==> config.mk <==
export PLATFORM = sky130hd
export DESIGN_NAME = position_control_flat
export DESIGN_NICKNAME = d
export VERILOG_FILES = /design/src/rtl/position_control_if.sv /design/src/rtl/position_control.sv /design/src/flat_wrapper.sv
export SDC_FILE = /design/constraint.sdc
export NUM_CORES = 1
export LEC_CHECK = 0
export CAP_MARGIN = 20
export CORE_MARGIN = 10
export CORE_UTILIZATION = 28
export DETAILED_ROUTE_END_ITERATION = 16
export GPL_ROUTABILITY_DRIVEN = 0
export GPL_TIMING_DRIVEN = 0
export HOLD_SLACK_MARGIN = 0.1
export SYNTH_ARGS = -nofsm -noshare
export SYNTH_HDL_FRONTEND = slang
export SYNTH_SLANG_ARGS = --single-unit
export TNS_END_PERCENT = 100
==> constraint.sdc <==
create_clock -name clock -period 2.18 [get_ports clock]
set_input_delay 0.436 -clock clock [delete_from_list [all_inputs] [get_ports clock]]
set_output_delay 0.436 -clock clock [all_outputs]
set_load 0.02 [all_outputs]
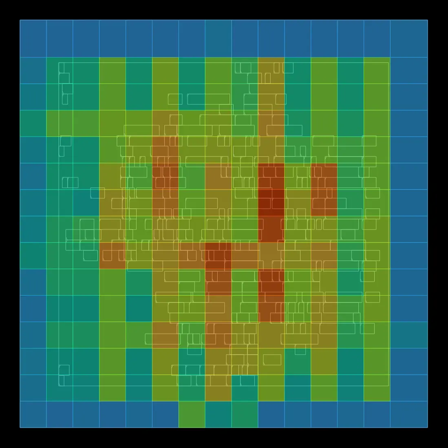
*Routing congestion map*
final core utilization: 38.99%
GRT met2 Usage: 15.19%
GRT Util Overall: 9.267%
Top Usage Layer GRT: met2

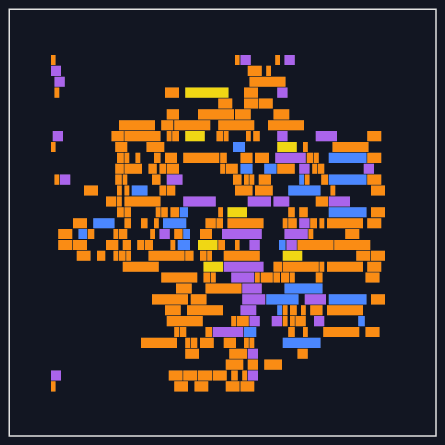
*Sizing map*
(4 px per µm)
- blue: x2 (cells 23; share 8.6%)
- orange: x1 and smaller (cells 200; share 75%)
- purple: x3 and x4 (cells 36; share 14%)
- yellow: x6 and larger (cells 7; share 2.6%)
P&R area growth vs syn: 35.49%
layout buffer count excluding clock buffers: 58
slack of the critical path: 0.01563 ns
cell area after layout: 2828 µm²

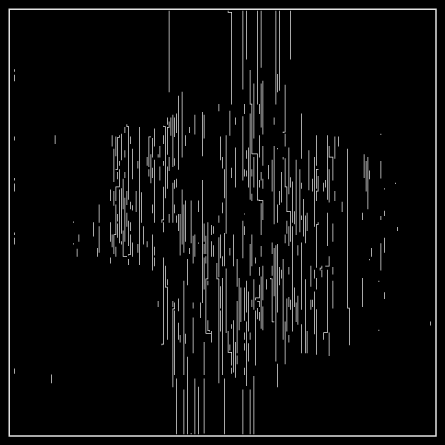
*Signal wires on met2*
(4 px per µm)
- longest straight run: 39.8 µm
- nets with wire on the layer: 230
total wire length: 5171 µm
Vias: 1,686

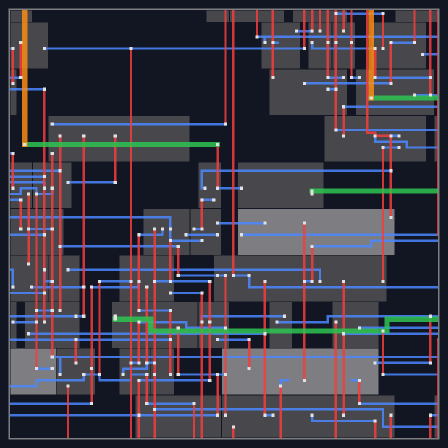
*Zoomed window*
Window x 41 to 66, y 41 to 66 µm. Cells in gray, sequential cells in the stronger gray; small squares are vias.
- red: M2
- blue: M1
- green: M3
- orange: M4
- most frequent: nor2_1 (3), clkbuf_8 (3)
- sequential cells in the window: 2
- cells with their middle in the window: 32

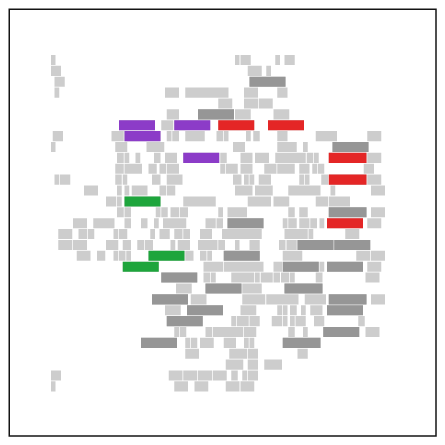
*Register map, names as in the netlist*
(4 px per µm) Other sequential cells in the stronger gray, the rest of the logic in the fainter gray.
- green: u_core.state (flops 3)
- purple: u_core.wdCnt (flops 4)
- red: u_core.bus.currentX (flops 5)
- not colored: 21
power attributed to sequential cells: 692 µW
sequential cell area share: 29.47%
sequential cell area: 833.3 µm²

==> run notes <==
Main metrics from the flow reports.

The run finished with clean final reports. The highest ir drop seen on vdd came out at 0.0002251 V. The total number of placement rows is 31. The count of nets left with antenna violations once routing finished came out at 0.

The HPWL after detailed placement is 3802 µm. Among logic cells in the layout, the one with the most instances is sky130_fd_sc_hd__clkdlybuf4s50_1. The pin closest to its max-slew limit shows a slew of 0.7247 ns.

The proportion of layout cells with a drive suffix above 1 came out at 24.81%. Per the Yosys statistics, synthesis produced 207 cells. The worst-path maximum fanout is 3. The required time at the endpoint of the critical path came out at 2.39 ns. The buffer_ports step reported a buffer count of 35. The worst path uses 99.28% of the clock period. The clock period minus worst slack is 2.164 ns. Per the final timing report, the hold violations number 0. The slowest stage cell on the critical path is sky130_fd_sc_hd__dfstp_2. The global-route met1 utilization is 11.22%.

The met3 usage came out at 3.623%. The clock net sink count came out at 33. The clock transition at the registers of the reported paths is 0.07 ns.

The floorplan step set the die height to 106.3 µm. STA reports the tightest min-delay check as being of type input port to asynchronous set/reset pin. The number of warnings reported in the yosys synthesis log is 8. For this block, the initial DRC count from the detailed router was 65. The initial antenna violation count is 0. The number of enable-type register cells in the synthesized netlist came out at 0. Based on the critical path, the design can be clocked at up to 462.0 MHz. The chip area in the Yosys report came out at 2087 µm². The number of CTS-inserted buffers came out at 5.

The clock H-tree reported by CTS has 2 levels. The setup path with the least slack is of type flop to flop. The fraction of the core area occupied by cells at floorplan is 28.77%. The via count of the first global-routing pass came out at 1,694. The mean cell area of the mapped netlist came out at 10.08 µm².

The run reported a max-capacitance violation count of 0. The largest net degree at the start of global routing is 34. The combined area of all synthesized cells came out at 2087 µm².

The floorplan step defined a die boundary enclosing 11,310 µm². The number of cells produced by synthesis is 207. The timing report attributes the biggest portion of critical-path delay to flip-flops. Per the OpenROAD timing report, the critical path contains 9 cells.

Setup repair after global routing could not meet its margin everywhere. In this run the critical path is formed by a31oi_4, o21ai_4, inv_2, fa_2, nand2b_1, a21oi_2, xnor2_1, or3_1, a31oi_1. On the final layout, the worst clock skew is 0.005666 ns. The diode insertion count for antenna repair is 0. According to the I/O placement log, the pin count is 45. The number of DRC violations after detailed routing is 0. The peak per-stage delay on the critical path came out at 0.57 ns.

The final timing report counts setup violations totalling 0. Looking at the cell usage after synthesis, the top flip-flop cell is sky130_fd_sc_hd__dfrtp_1. The worst setup path is captured at a flop.

The number of detailed-routing iterations run before antenna repair came out at 4. The number of buffers on the longest clock path is 2. In this run the register-to-register setup slack is 0.02 ns. The sum of overflow across all layers after global routing came out at 0.

The minimum hold slack came out at 0.2026 ns. The post-detailed-placement cell area is 2629 µm². The power report puts the leakage power at 1.182 nW. The net count of the finished layout is 285. Warnings raised by the tools during the run amount to 29.

The floorplan die width came out at 106.3 µm. Counting pins that exceed their max-slew limit in the final report gives 0. The most common logic cells in the final layout are sky130_fd_sc_hd__clkdlybuf4s50_1 (34), sky130_fd_sc_hd__dfrtp_1 (27), sky130_fd_sc_hd__buf_4 (19). The share of the Yosys chip area taken by registers is 39.81%. The register bit count reported by yosys is 33. Clock tree synthesis selected as its root buffer the cell sky130_fd_sc_hd__clkbuf_8. Per the post-run analysis, buffers plus inverters along the critical path come to 1. TritonCTS built the clock tree.

The first global-routing pass estimated 8514 µm of wire. The core region is 7253 µm². STA classifies the critical path startpoint as a flop.
per-layer routing:
layer | wire (µm) | part of all wire (%) | up-vias
met4 | 46 | 0.89 | 0
met1 | 2340 | 45 | 811
met5 | 0 | 0 | -
li1 | - | - | 833
met2 | 2442 | 47 | 35
met3 | 342 | 6.6 | 7
power breakdown:
| part | switching [mW] | internal (mW) |
|---|---|---|
| Combinational | 0.163 | 0.158 |
| Clock | 0.231 | 0.371 |
| Sequential | 0.0368 | 0.655 |
through the flow:
stage	setup TNS, ns	cells	worst slack [ns]	power [mW]
CTS	0	365	0.006688	1.633
global placement	-4.532	349	-0.2552	1.014
global route	-0.1808	365	-0.09227	1.690
floorplan	-0.1944	215	-0.09737	0.8763
detailed placement	-3.698	349	-0.2950	1.019
finish	0	365	0.01563	1.615
logic make-up (layout without fill, tap and decap cells):
logic type	Yosys count	in the layout	share of synthesized area (%)
buffers and inverters	30	81	7.494
flip-flops	33	33	39.81
multiplexers	11	11	6.894
AND-OR/OR-AND	60	60	22.18
AND/OR/NAND/NOR	54	54	13.37
adder cells (fa/ha/maj)	10	10	6.715
XOR/XNOR	8	8	3.357
other	1	9	0.1797
Yosys cell counts (3+ instances only):
cell	number	area, µm²
sky130_fd_sc_hd__a21oi_1	13	65.06
sky130_fd_sc_hd__a22o_1	4	35.03
sky130_fd_sc_hd__a31oi_1	5	31.28
sky130_fd_sc_hd__buf_4	11	82.58
sky130_fd_sc_hd__dfrtp_1	29	725.7
sky130_fd_sc_hd__dfstp_2	4	105.1
sky130_fd_sc_hd__ha_1	8	100.1
sky130_fd_sc_hd__inv_1	15	56.30
sky130_fd_sc_hd__mux2_1	5	56.30
sky130_fd_sc_hd__mux2_4	3	45.04
sky130_fd_sc_hd__nand2_1	13	48.80
sky130_fd_sc_hd__nand2b_1	5	31.28
sky130_fd_sc_hd__nand3_1	4	20.02
sky130_fd_sc_hd__nor2_1	16	60.06
sky130_fd_sc_hd__o21ai_0	7	35.03
sky130_fd_sc_hd__o21ai_1	13	65.06
sky130_fd_sc_hd__o21ai_4	4	65.06
sky130_fd_sc_hd__xnor2_1	6	52.55
timing repair:
item                       CTS  global route
hold buffers                 0             0
gates resized                2             3
setup endpoints to repair    2            13
buffers inserted             8             0
pin swaps                    2             1
cell type report:
cell class / instances / area [µm²]
multi-input combinational: 152 / 1189
clock inverter: 2 / 37.54
clock buffer: 6 / 82.58
fill: 754 / 4425
inverter: 15 / 56.30
timing repair buffer: 43 / 405.4
sequential: 33 / 833.3
tap: 99 / 123.9
buffer: 15 / 100.1
Power and IR drop assume default switching activity.
